$ cat src/rtl/boxhead_pkg.sv
// Shared frame-buffer definitions for the copy engine and its pixel write sink.
// Holds screen geometry, the SRAM write record, the sink FSM states and the address helper.
package boxhead_pkg;

    localparam int H_RES     = 640;
    localparam int V_RES     = 480;
    localparam int FRAME_BIT = 19;
    localparam int ADDR_W    = 20;
    localparam int DATA_W    = 16;
    localparam int COORD_W   = 10;

    typedef struct packed {
        logic [ADDR_W-1:0] addr;
        logic [DATA_W-1:0] data;
    } pixel_wr_t;

    typedef enum logic [1:0] {SINK_RUN, SINK_FLUSH, SINK_DONE} sink_state_e;

    // y*640 is built from two shifts so no multiplier is inferred.
    function automatic logic [ADDR_W-1:0] pixel_addr(input logic frame,
                                                     input logic [COORD_W-1:0] x,
                                                     input logic [COORD_W-1:0] y);
        logic [FRAME_BIT-1:0] y_w;
        logic [FRAME_BIT-1:0] lin;
        y_w = FRAME_BIT'(y);
        lin = (y_w << 9) + (y_w << 7) + FRAME_BIT'(x);
        return {frame, lin};
    endfunction

endpackage

$ cat src/rtl/pixel_write_sink_if.sv
// Program-write bus between the copy engine, the pixel write sink and the SRAM controller.
// Handshake: program_write is a strobe that is taken only in a cycle where program_ready is high.
interface pixel_write_sink_if;
    import boxhead_pkg::*;

    logic [COORD_W-1:0] program_x;
    logic [COORD_W-1:0] program_y;
    logic [DATA_W-1:0]  program_data;
    logic               program_write;
    logic               current_frame;
    logic               frame_done;
    logic               program_ready;
    logic               flush_done;
    logic               write_slot;
    logic               sram_wr_en;
    logic [ADDR_W-1:0]  sram_wr_addr;
    logic [DATA_W-1:0]  sram_wr_data;
    logic               overflow;
    logic [7:0]         dropped_cnt;
    sink_state_e        sink_state;

    modport slave (
        input  program_x, program_y, program_data, program_write, current_frame,
        input  frame_done, write_slot,
        output program_ready, flush_done, sram_wr_en, sram_wr_addr, sram_wr_data,
        output overflow, dropped_cnt, sink_state
    );

    modport master (
        output program_x, program_y, program_data, program_write, current_frame,
        output frame_done, write_slot,
        input  program_ready, flush_done, sram_wr_en, sram_wr_addr, sram_wr_data,
        input  overflow, dropped_cnt, sink_state
    );

endinterface

$ cat src/rtl/sync_fifo.sv
// Single-clock FIFO with first-word-fall-through read and an occupancy count.
// Push while full is accepted only when a pop frees the slot in the same cycle.
module sync_fifo #(
    parameter int WIDTH = 36,
    parameter int DEPTH = 16
) (
    input  logic                     clk,
    input  logic                     rst_n,
    input  logic                     push,
    input  logic [WIDTH-1:0]         wr_data,
    input  logic                     pop,
    output logic [WIDTH-1:0]         rd_data,
    output logic [$clog2(DEPTH):0]   count,
    output logic                     empty
);
    localparam int PTR_W = $clog2(DEPTH);
    localparam int CNT_W = PTR_W + 1;

    logic [WIDTH-1:0] mem [DEPTH];
    logic [PTR_W-1:0] wr_ptr;
    logic [PTR_W-1:0] rd_ptr;
    logic [CNT_W-1:0] cnt;
    logic             full;
    logic             do_push;
    logic             do_pop;

    assign empty   = (cnt == '0);
    assign full    = (cnt == CNT_W'(DEPTH));
    assign do_pop  = pop && !empty;
    assign do_push = push && (!full || do_pop);
    assign rd_data = mem[rd_ptr];
    assign count   = cnt;

    always_ff @(posedge clk) begin
        if (do_push) mem[wr_ptr] <= wr_data;
    end

    always_ff @(posedge clk or negedge rst_n) begin
        if (!rst_n) begin
            wr_ptr <= '0;
            rd_ptr <= '0;
            cnt    <= '0;
        end else begin
            if (do_push) wr_ptr <= wr_ptr + PTR_W'(1);
            if (do_pop)  rd_ptr <= rd_ptr + PTR_W'(1);
            case ({do_push, do_pop})
                2'b10:   cnt <= cnt + CNT_W'(1);
                2'b01:   cnt <= cnt - CNT_W'(1);
                default: cnt <= cnt;
            endcase
        end
    end

endmodule

$ cat src/rtl/pixel_write_sink.sv
// Responder end of the copy engine's program-write bus: range-checks and addresses each pixel,
// queues it, drains the queue in granted SRAM write slots and handshakes frame flushes.
module pixel_write_sink
    import boxhead_pkg::*;
#(
    parameter int FIFO_DEPTH = 16
) (
    input  logic               clk,
    input  logic               reset_n,
    pixel_write_sink_if.slave  bus
);
    localparam int CNT_W = $clog2(FIFO_DEPTH) + 1;
    localparam int OCC_W = CNT_W + 1;
    localparam logic [OCC_W-1:0] READY_LIMIT = OCC_W'(FIFO_DEPTH - 2);

    sink_state_e        state;
    logic               ready_q;
    logic               flush_done_q;
    logic               overflow_q;
    logic [7:0]         dropped_q;

    logic               s1_valid;
    logic               s1_frame;
    logic [COORD_W-1:0] s1_x;
    logic [COORD_W-1:0] s1_y;
    logic [DATA_W-1:0]  s1_data;

    pixel_wr_t          fifo_wr;
    pixel_wr_t          fifo_rd;
    logic [CNT_W-1:0]   fifo_count;
    logic               fifo_empty;

    logic               wr_en_q;
    pixel_wr_t          wr_q;

    logic               accept;
    logic               in_range;
    logic               s1_next;
    logic               pop;
    logic [OCC_W-1:0]   occ_next;
    logic               room_ok;

    assign accept   = bus.program_write && ready_q;
    assign in_range = (bus.program_x < COORD_W'(H_RES)) && (bus.program_y < COORD_W'(V_RES));
    assign s1_next  = accept && in_range;
    assign pop      = bus.write_slot && !fifo_empty;
    assign fifo_wr  = '{addr: pixel_addr(s1_frame, s1_x, s1_y), data: s1_data};

    // Ready for next cycle only if one more write there would still leave the
    // FIFO plus S1 at or below FIFO_DEPTH-2, so nothing in flight can overrun.
    assign occ_next = OCC_W'(fifo_count) + OCC_W'(s1_valid) + OCC_W'(s1_next) - OCC_W'(pop);
    assign room_ok  = (occ_next < READY_LIMIT);

    sync_fifo #(
        .WIDTH ($bits(pixel_wr_t)),
        .DEPTH (FIFO_DEPTH)
    ) u_fifo (
        .clk     (clk),
        .rst_n   (reset_n),
        .push    (s1_valid),
        .wr_data (fifo_wr),
        .pop     (pop),
        .rd_data (fifo_rd),
        .count   (fifo_count),
        .empty   (fifo_empty)
    );

    always_ff @(posedge clk or negedge reset_n) begin
        if (!reset_n) begin
            s1_valid <= 1'b0;
            s1_frame <= 1'b0;
            s1_x     <= '0;
            s1_y     <= '0;
            s1_data  <= '0;
        end else begin
            s1_valid <= s1_next;
            if (accept) begin
                s1_frame <= bus.current_frame;
                s1_x     <= bus.program_x;
                s1_y     <= bus.program_y;
                s1_data  <= bus.program_data;
            end
        end
    end

    always_ff @(posedge clk or negedge reset_n) begin
        if (!reset_n) begin
            overflow_q <= 1'b0;
            dropped_q  <= '0;
        end else begin
            if (bus.program_write && !ready_q) overflow_q <= 1'b1;
            if (accept && !in_range && (dropped_q != 8'hFF)) dropped_q <= dropped_q + 8'd1;
        end
    end

    always_ff @(posedge clk or negedge reset_n) begin
        if (!reset_n) begin
            wr_en_q <= 1'b0;
            wr_q    <= '0;
        end else begin
            wr_en_q <= pop;
            if (pop) wr_q <= fifo_rd;
        end
    end

    // FLUSH waits until S1 and the FIFO are both empty; the last pop has then
    // already been issued, so flush_done lands right after the final SRAM write.
    always_ff @(posedge clk or negedge reset_n) begin
        if (!reset_n) begin
            state        <= SINK_RUN;
            ready_q      <= 1'b1;
            flush_done_q <= 1'b0;
        end else begin
            flush_done_q <= 1'b0;
            case (state)
                SINK_RUN: begin
                    if (bus.frame_done) begin
                        state   <= SINK_FLUSH;
                        ready_q <= 1'b0;
                    end else begin
                        ready_q <= room_ok;
                    end
                end
                SINK_FLUSH: begin
                    ready_q <= 1'b0;
                    if (!s1_valid && fifo_empty) begin
                        state        <= SINK_DONE;
                        flush_done_q <= 1'b1;
                    end
                end
                SINK_DONE: begin
                    state   <= SINK_RUN;
                    ready_q <= room_ok;
                end
                default: begin
                    state   <= SINK_RUN;
                    ready_q <= 1'b0;
                end
            endcase
        end
    end

    assign bus.program_ready = ready_q;
    assign bus.flush_done    = flush_done_q;
    assign bus.sram_wr_en    = wr_en_q;
    assign bus.sram_wr_addr  = wr_q.addr;
    assign bus.sram_wr_data  = wr_q.data;
    assign bus.overflow      = overflow_q;
    assign bus.dropped_cnt   = dropped_q;
    assign bus.sink_state    = state;

endmodule
$ cat src/flat_wrapper.sv
// flat-port wrapper written by rule: the top's interface ports become plain ports
module pixel_write_sink_flat import boxhead_pkg::*;
#(
    parameter int FIFO_DEPTH = 16
)
  (clk, reset_n, bus_program_x, bus_program_y, bus_program_data, bus_program_write, bus_current_frame, bus_frame_done, bus_write_slot, bus_program_ready, bus_flush_done, bus_sram_wr_en, bus_sram_wr_addr, bus_sram_wr_data, bus_overflow, bus_dropped_cnt, bus_sink_state);
  pixel_write_sink_if bus_i ();
  input  logic clk;
  input  logic reset_n;
  input wire logic [$bits(bus_i.program_x)-1:0] bus_program_x;
  input wire logic [$bits(bus_i.program_y)-1:0] bus_program_y;
  input wire logic [$bits(bus_i.program_data)-1:0] bus_program_data;
  input wire logic [$bits(bus_i.program_write)-1:0] bus_program_write;
  input wire logic [$bits(bus_i.current_frame)-1:0] bus_current_frame;
  input wire logic [$bits(bus_i.frame_done)-1:0] bus_frame_done;
  input wire logic [$bits(bus_i.write_slot)-1:0] bus_write_slot;
  output wire logic [$bits(bus_i.program_ready)-1:0] bus_program_ready;
  output wire logic [$bits(bus_i.flush_done)-1:0] bus_flush_done;
  output wire logic [$bits(bus_i.sram_wr_en)-1:0] bus_sram_wr_en;
  output wire logic [$bits(bus_i.sram_wr_addr)-1:0] bus_sram_wr_addr;
  output wire logic [$bits(bus_i.sram_wr_data)-1:0] bus_sram_wr_data;
  output wire logic [$bits(bus_i.overflow)-1:0] bus_overflow;
  output wire logic [$bits(bus_i.dropped_cnt)-1:0] bus_dropped_cnt;
  output wire logic [$bits(bus_i.sink_state)-1:0] bus_sink_state;
  assign bus_i.program_x = bus_program_x;
  assign bus_i.program_y = bus_program_y;
  assign bus_i.program_data = bus_program_data;
  assign bus_i.program_write = bus_program_write;
  assign bus_i.current_frame = bus_current_frame;
  assign bus_i.frame_done = bus_frame_done;
  assign bus_i.write_slot = bus_write_slot;
  assign bus_program_ready = bus_i.program_ready;
  assign bus_flush_done = bus_i.flush_done;
  assign bus_sram_wr_en = bus_i.sram_wr_en;
  assign bus_sram_wr_addr = bus_i.sram_wr_addr;
  assign bus_sram_wr_data = bus_i.sram_wr_data;
  assign bus_overflow = bus_i.overflow;
  assign bus_dropped_cnt = bus_i.dropped_cnt;
  assign bus_sink_state = bus_i.sink_state;
  pixel_write_sink #(.FIFO_DEPTH(FIFO_DEPTH)) u_core (.clk(clk), .reset_n(reset_n), .bus(bus_i));
endmodule
$ cat config.mk
export PLATFORM = sky130hd
export DESIGN_NAME = pixel_write_sink_flat
export DESIGN_NICKNAME = d
export VERILOG_FILES = /design/src/rtl/boxhead_pkg.sv /design/src/rtl/pixel_write_sink_if.sv /design/src/rtl/sync_fifo.sv /design/src/rtl/pixel_write_sink.sv /design/src/flat_wrapper.sv
export SDC_FILE = /design/constraint.sdc
export NUM_CORES = 1
export LEC_CHECK = 0
export CORE_MARGIN = 1
export CORE_UTILIZATION = 35
export DETAILED_ROUTE_END_ITERATION = 6
export GPL_TIMING_DRIVEN = 0
export HOLD_SLACK_MARGIN = 0.06
export PLACE_DENSITY = 0.53
export SYNTH_ARGS = -nofsm -noshare
export SYNTH_HDL_FRONTEND = slang
export SYNTH_SLANG_ARGS = --single-unit
export TNS_END_PERCENT = 50
$ cat constraint.sdc
create_clock -name clk -period 13.47 [get_ports clk]
set_clock_uncertainty 0.1 [all_clocks]
set_input_delay 2.694 -clock clk [delete_from_list [all_inputs] [get_ports clk]]
set_output_delay 2.694 -clock clk [all_outputs]
set_load 0.02 [all_outputs]
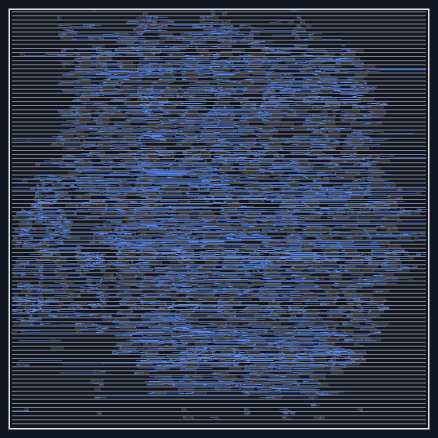
Run 1: the metal 1 layer
Drawn at 1.5 px/µm. Supply wires on this layer in grey. Cells faint in the background.
main direction: horizontal
wire length on this layer: 28.3 mm
grt met1 use: 23.0%
final WL: 63,800 µm
routed via count: 13,100

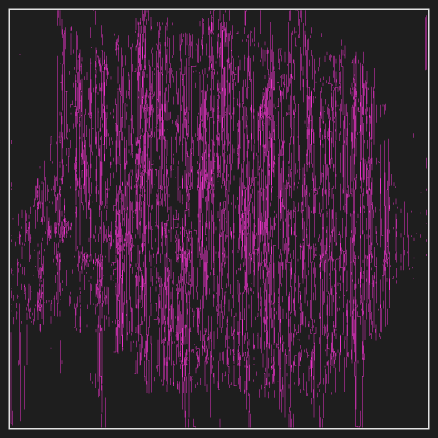
Run 1: signal wires on met2
Drawn at 1.5 px/µm.
share of all routed wire: 49%
wire length on this layer: 31.2 mm
main direction: vertical
nets with wire on the layer: 1,417
GR Layer Usage met2: 27.7%

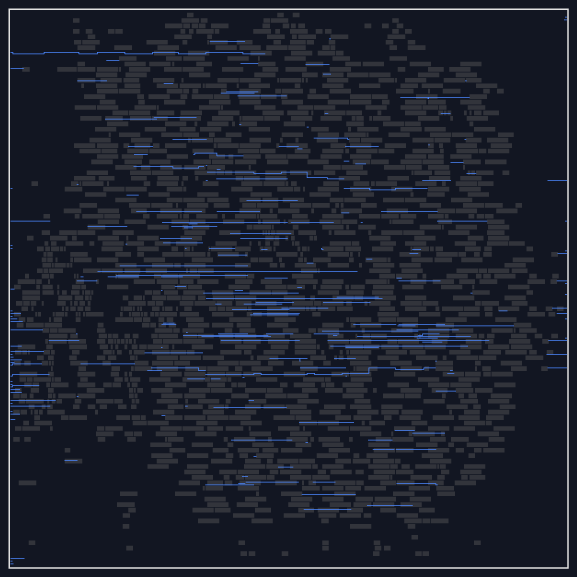
Run 1: signal wires on met3
Drawn at 2 px/µm. Cells faint in the background.
main direction: horizontal
nets with wire on the layer: 132
wire length on this layer: 3,280 µm

==> impl_metrics.csv, run 1 <==
group,metric,value,unit
worst_hold_path,holdPathStages,1,
final_timing,tns,0,ns
synthesis,ys_cells,1284,
drt,wire_per_inst,25.3,µm
finish,multi_input_comb_cells,524,
power,total_power,6.82,mW
finish,area_growth,19.1,%
synthesis,syn-cell-area,26800,µm²
final_timing,period_used_share,42.6,%
power,p_per_area,214,nW/µm²
final_timing,holdWs,0.358,ns
worst_setup_path,cp-end-kind,"register",
clocking,ctsRootBufferMaster,"clkbuf_16",
finish,final-comb-area,6560,µm²
worst_setup_path,critPathMaxFanout,11,
finish,layout_top_cell,"edfxtp_1",
floorplan,num_rows,101,
worst_setup_path,crit_buf_inv,6,
final_timing,hold_viol_final,0,
clocking,cts_buffers,74,
worst_setup_path,r2r-start,"u_core.u_fifo.count[2]",
final_timing,maxSlewHeadroom,8.49,%
power,comb_power_share,28.6,%
drt,drcViolationCount,0,
final_timing,clock.fmax,174,MHz
drt,wl_met1,28300,µm
synthesis,synth-async-reset-ratio,14.9,%
synthesis,syn-num-nets,1365,
worst_hold_path,holdPathEnd,"u_core.bus.overflow",
floorplan,fp.coreArea,75800,µm²
run_status,status,"complete, no violations",
finish,comb_area_share,20.6,%
synthesis,yosysWarnings,0,
synthesis,avgSynthCellArea,20.9,µm²
synthesis,ys.flop_type,"edfxtp_1",
synthesis,ys_seq_share,74.0,%
finish,seqAreaFraction,62.2,%
finish,fin_area,31900,µm²
finish,stdcell_count,2526,
worst_hold_path,hp-start,"u_core.bus.overflow",
worst_setup_path,critPathRequiredTime,13.87,ns
synthesis,edf_count,576,
synthesis,synth_cells,1284,
power,powerClk,1.95,mW
floorplan,die_h,279,µm
final_timing,rsz0062_at_grt,"no",
drt,drtPass1Iterations,5,
clocking,clk_latency,0.61,ns
place,place_inst,2386,
power,power-top-group,"registers",
synthesis,yosys_area,26800,µm²
floorplan,die_w,279,µm
finish,buf_share,5.89,%
power,p_leak,10.8,nW
place,pre_cts_slack,7.11,ns
flow_run,drv_cap,0,
clocking,h-tree-depth,3,
finish,antenna_cells,2,
worst_setup_path,r2r_cells,18,
clocking,cts_sinks,677,
clocking,clk_pin_slew,0.05,ns
clocking,hold_buffers,0,
worst_setup_path,cp_top_family,"buffers and inverters",
clocking,cts_buffer_depth,3,
grt,grt_max_degree,64,
finish,final_util,42.1,%
worst_setup_path,setup.worst_path.start_class,"primary input",
grt,grt_pass1_wl,94200,µm
grt,grt_busiest_layer,"met2",
grt,grt_overflow_total,0,
grt,met3_usage,3.32,%
==> run 1: cells by family after synthesis <==
group,after synthesis,share of synthesized area [%]
flops,677,74.0
mux,218,15.2
compound gates,137,4.09
simple gates,100,1.89
buf+inv,83,1.88
fa+ha+maj,39,1.93
xor+xnor,30,0.981
==> run 1: registers in the layout (all words and copies together), names as in the netlist <==
name and flops:
u_core.bus.sink_state 2, u_core.bus.sram_wr_en 1, u_core.s1_x 10, u_core.s1_frame 1, u_core.s1_valid 1, u_core.bus.dropped_cnt 8, u_core.s1_data 16, u_core.u_fifo.rd_ptr 4
u_core.u_fifo.mem 576, u_core.bus.program_ready 1, u_core.s1_y 10, u_core.u_fifo.count 5, u_core.bus.overflow 1, u_core.bus.flush_done 1, u_core.u_fifo.wr_ptr 4, u_core.bus.sram_wr_data 16
u_core.bus.sram_wr_addr 20
==> run 1: synthesized netlist by cell type (3+ instances only) <==
library cell	instances	area [µm²]
clkbuf_1	8	30.0
and3_1	5	31.3
inv_1	15	56.3
a21oi_2	20	175
buf_2	30	150
nand4_1	7	43.8
buf_12	4	80.1
ha_1	35	438
dfrtp_1	100	2500
mux4_2	144	3240
fa_1	4	80.1
mux2_2	63	709
xor2_1	7	61.3
edfxtp_1	576	17300
o22ai_2	20	250
nand2_1	19	71.3
mux2i_1	11	110
nor2b_1	3	18.8
buf_1	5	18.8
nand3_1	3	15.0
nand2b_1	6	37.5
xnor2_1	23	201
a21oi_1	16	80.1
nor2_1	33	124
buf_6	5	56.3
o21ai_0	9	45.0
nor3_1	15	75.1
buf_4	13	97.6
o22ai_1	30	188
a2111oi_0	11	96.3
a21o_1	15	113
Run 1, track usage over the die:
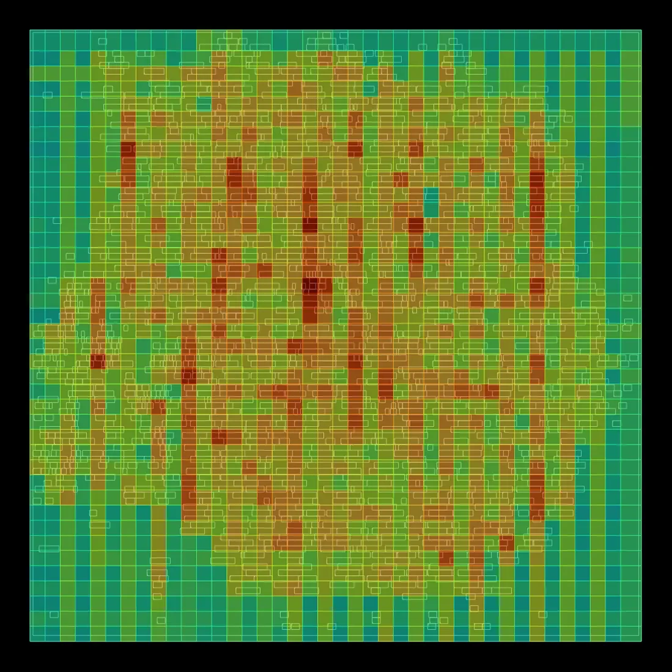

==> run 2, diff against run 1 <==
- PLACE_DENSITY: 0.53 -> 0.55
- clock period: 13.47 -> 5 ns (I/O delays scaled with it)
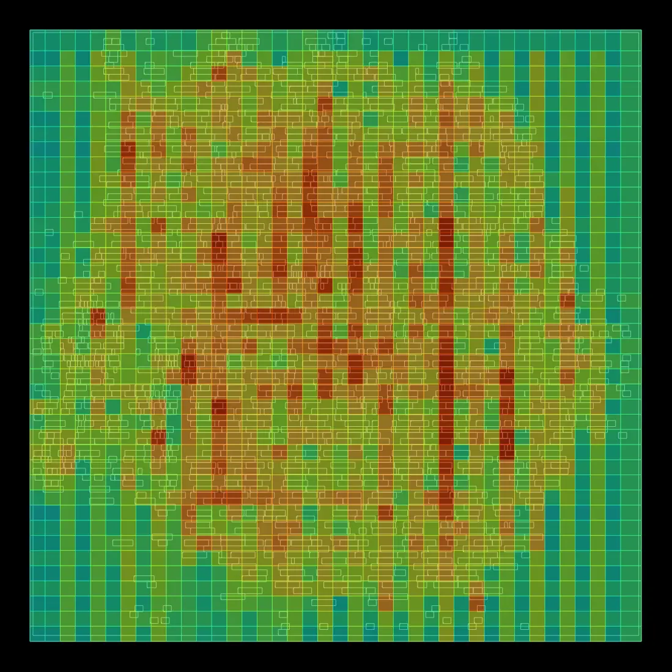
Run 2: track usage over the die
grt peak-use layer: met2
Final Util: 42.3%
met3 usage: 2.73%

==> impl_metrics.csv, run 2 <==
group,metric,value,unit
grt,grt_pass1_wl,92900,µm
finish,stdcell_count,2521,
worst_setup_path,setup.worst_path.start_class,"register",
place,place_inst,2388,
drt,drcViolationCount,0,
final_timing,period_used_share,81.6,%
place,pre_cts_slack,0.432,ns
grt,use_met2,27.7,%
synthesis,avgSynthCellArea,20.9,µm²
synthesis,syn-cell-area,26800,µm²
final_timing,holdWs,0.205,ns
finish,regMostFlops,"u_core.u_fifo.mem",
final_timing,tns,0,ns
floorplan,die_w,279,µm
final_timing,maxSlewHeadroom,7.79,%
clocking,cts_buffers,74,
worst_setup_path,r2r-start,"u_core.u_fifo.count[2]",
drt,wire_per_inst,24.8,µm
run_status,status,"complete, no violations",
worst_setup_path,critPathRequiredTime,5.42,ns
synthesis,ys_cells,1284,
finish,largest_reg_flops,576,
final_timing,rsz0062_at_grt,"no",
synthesis,yosys_area,26800,µm²
synthesis,synth_cells,1284,
finish,layout_top_cell,"edfxtp_1",
worst_setup_path,critPathMaxFanout,11,
drt,wl_met1,27200,µm
clocking,cts_buffer_depth,3,
synthesis,top_cell,"edfxtp_1",
finish,area_growth,19.9,%
floorplan,fp.coreArea,75800,µm²
synthesis,top_area_cell,"edfxtp_1",
synthesis,ys.flop_type,"edfxtp_1",
floorplan,die_h,279,µm
drt,drtPass1Iterations,7,
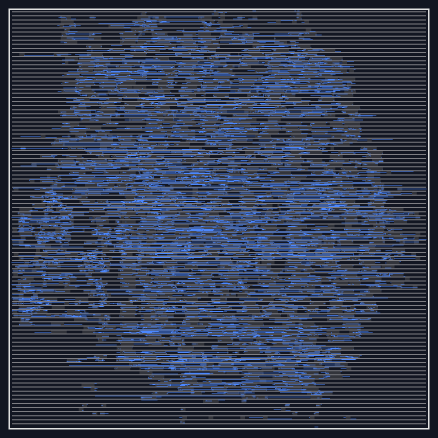
Run 2: the metal 1 layer
Drawn at 1.5 px/µm. Supply wires on this layer in grey. Cells faint in the background.
wire length on this layer: 27.2 mm
nets with wire on the layer: 1,490
main direction: horizontal
routed via count: 13,000
final WL: 62,600 µm
grt met1 use: 22.2%

-- run 2: cell counts after synthesis --
No cell type changed its count.
-- run 2: final cells by class --
class	count	area, µm²	area share [%]
Buffer	66	440	1.37
Clock buffer	103	2070	6.46
Clock inverter	30	374	1.17
Inverter	17	63.8	0.199
Multi-Input combinational cell	524	6560	20.5
Sequential cell	677	19800	61.8
Tap cell	978	1220	3.81
Timing Repair Buffer	126	1530	4.78
-- run 2: power breakdown --
group / switching (mW) / internal (mW)
Clock: 2.15 / 3.31
Combinational: 2.86 / 2.38
Sequential: 0.560 / 7.29
Total: 5.57 / 13.0
-- run 2: cells by family after synthesis --
kind of cell | Yosys count | synth area share [%]
buffers and inverters | 83 | 1.88
DFF | 677 | 74.0
muxes | 218 | 15.2
xor gates and xnor gates | 30 | 0.981
AOI/OAI and AO/OA | 137 | 4.09
and+or+nand+nor | 100 | 1.89
adders and majority gates | 39 | 1.93
-- run 2: how the worst max path moves through the flow --
stage	start	to	slack, ns	cells after the start
after floorplan	bus_write_slot	u_core.u_fifo.mem[3][0]	0.24	4
after global placement	bus_write_slot	u_core.u_fifo.mem[1][19]	-3.71	5
after detailed placement	bus_write_slot	u_core.bus.program_ready	0.43	16
after CTS	u_core.u_fifo.count[2]	u_core.bus.program_ready	0.87	18
after global routing	u_core.u_fifo.count[3]	u_core.bus.program_ready	0.61	18
final	u_core.u_fifo.count[2]	u_core.bus.program_ready	0.92	18
-- run 2: critical path, delay by kind of cell, from the launching register on --
kind | cells | cell delay, ns
adder cells (fa/ha/maj) | 4 | 1.25
AND-OR/OR-AND | 3 | 0.46
flip-flops | 1 | 0.39
buffers and inverters | 6 | 0.90
AND/OR/NAND/NOR | 4 | 0.75
XOR/XNOR | 1 | 0.14
Run 2, signal wires on met2:
Drawn at 1.5 px/µm.
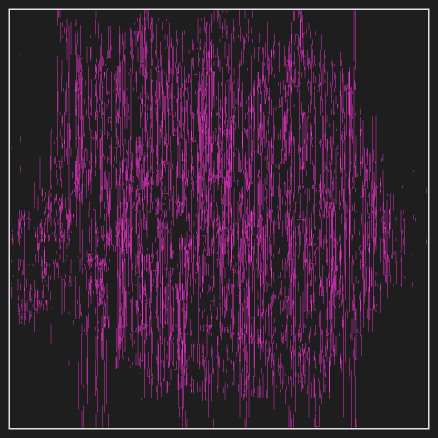

==> run 3, diff against run 2 <==
- PLACE_DENSITY: 0.55 -> 0.53
- clock period: 5 -> 3.8 ns (I/O delays scaled with it)
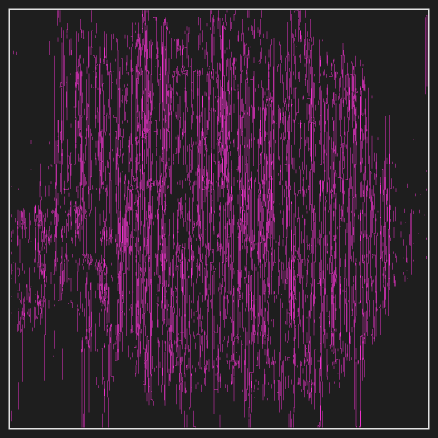
Run 3: signal wires on met2
Drawn at 1.5 px/µm.
share of all routed wire: 50%
nets with wire on the layer: 1,424
main direction: vertical
longest straight run: 114 µm
final WL: 63,400 µm
GR Layer Usage met2: 28.3%
routed via count: 13,000

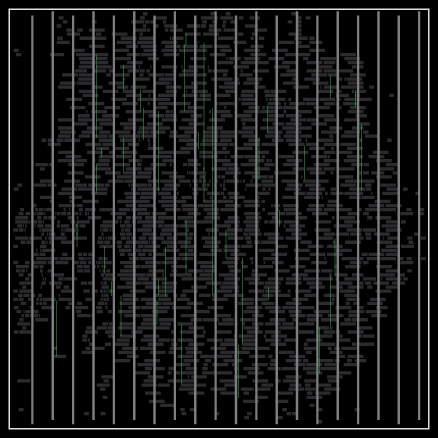
Run 3: the metal 4 layer
Drawn at 1.5 px/µm. Supply wires on this layer in grey. Cells faint in the background.
longest straight run: 124 µm
main direction: vertical

==> impl_metrics.csv, run 3 <==
group,metric,value,unit
run_status,status,"complete, no violations",
synthesis,yosys_area,26800,µm²
clocking,h-tree-depth,3,
finish,layout_top_cell,"edfxtp_1",
grt,grt_max_degree,64,
synthesis,yosysWarnings,0,
synthesis,area_leaders,"edfxtp_1 (65%), mux4_2 (12%), dfrtp_1 (9.3%), mux2_2 (2.6%), ha_1 (1.6%)",
place,pre_cts_slack,-0.688,ns
worst_setup_path,setup.worst_path.start_class,"register",
worst_setup_path,crit_buf_inv,5,
synthesis,ys_seq_share,74.0,%
flow_run,drv_cap,0,
final_timing,period_used_share,92.7,%
clocking,cts_sinks,677,
final_timing,maxSlewHeadroom,12.7,%
drt,drcViolationCount,0,
clocking,clk_pin_slew,0.06,ns
grt,grt_overflow_total,0,
synthesis,syn-cell-area,26800,µm²
clocking,cts_buffer_depth,3,
synthesis,syn-num-nets,1365,
grt,grt_pass1_wl,94400,µm
synthesis,top_cell,"edfxtp_1",
final_timing,clock.fmax,284,MHz
synthesis,edf_count,576,
clocking,cts_buffers,73,
synthesis,netlist_top_cells_count,"edfxtp_1 (576), mux4_2 (144), dfrtp_1 (100), mux2_2 (63), ha_1 (35)",
power,comb_power_share,28.7,%
power,p_per_area,755,nW/µm²
synthesis,synth.top_cell.area_share,64.6,%
finish,stdcell_count,2518,
worst_hold_path,holdPathStages,1,
finish,final_util,42.2,%
finish,regMostFlops,"u_core.u_fifo.mem",
finish,fin_area,32000,µm²
power,power.internal,16.8,mW
final_timing,tns,0,ns
synthesis,ys_cells,1284,
final_timing,rsz0062_at_grt,"no",
place,place_inst,2384,
drt,drtPass1Iterations,4,
power,clkPwrFrac,28.6,%
final_timing,holdWs,0.365,ns
synthesis,ys.flop_type,"edfxtp_1",
worst_setup_path,cp_top_family,"adder cells",
worst_setup_path,critPathRequiredTime,4.21,ns
synthesis,top_area_cell,"edfxtp_1",
finish,area_growth,19.6,%
power,switching_share,30.6,%
floorplan,fp.coreArea,75800,µm²
power,power.switching,7.40,mW
finish,antenna_cells,0,
clocking,ctsRootBufferMaster,"clkbuf_16",
floorplan,die_h,279,µm
final_timing,hold_viol_final,0,
worst_setup_path,cp-end-kind,"register",
finish,largest_reg_flops,576,
worst_hold_path,hp-start,"u_core.bus.overflow",
==> run 3: metal layers <==
| metal | global-route usage [%] | vias up | routed length [µm] |
|---|---|---|---|
| met5 | 0 | - | 0 |
| met4 | 3.97 | 0 | 1100 |
| met2 | 28.3 | 274 | 31700 |
| met1 | 22.8 | 6966 | 28200 |
| met3 | 2.88 | 86 | 2420 |
| li1 | - | 5670 | - |
==> run 3: area by class of cell <==
cell class | count | area [µm²]
fill | 6643 | 43800
clock buffer | 99 | 2040
multi-input combinational | 524 | 6600
tap | 978 | 1220
inverter | 17 | 63.8
timing repair buffer | 124 | 1540
clock inverter | 34 | 284
sequential | 677 | 19800
buffer | 65 | 444
==> run 3: worst max path at each step <==
stage	to	cells after the start
5_1_grt	u_core.bus.program_ready	17
3_3_place_gp	u_core.u_fifo.mem[1][19]	5
3_5_place_dp	u_core.bus.program_ready	16
4_1_cts	u_core.bus.program_ready	17
2_1_floorplan	u_core.u_fifo.mem[1][0]	4
6_report	u_core.bus.program_ready	17
==> run 3: timing repair <==
item	4_1_cts	5_1_grt
hold buffers	1	0
gates resized	1	8
setup buffers	1	0
setup endpoints to repair	1	1
endpoints found under the hold margin	38	0
==> run 3: kinds of logic (layout without fill, tap and decap cells) <==
group           Yosys count  after routing  share of synthesized area [%]
simple gates            100            100                           1.89
mux                     218            218                           15.2
compound gates          137            137                           4.09
buf+inv                  83            339                           1.88
xor+xnor                 30             30                          0.981
flops                   677            677                           74.0
fa+ha+maj                39             39                           1.93
==> run 3: power by group through the flow <==
stage / clock, mW / sequential, mW / combinational (mW)
final: 6.91 / 10.3 / 6.94
after global routing: 7.35 / 10.5 / 7.50
after CTS: 7.10 / 10.4 / 7.06
after detailed placement: 0 / 10.5 / 7.02
after global placement: 0 / 10.4 / 6.90
after floorplan: 0 / 10.4 / 4.59
Power and IR drop assume default switching activity.
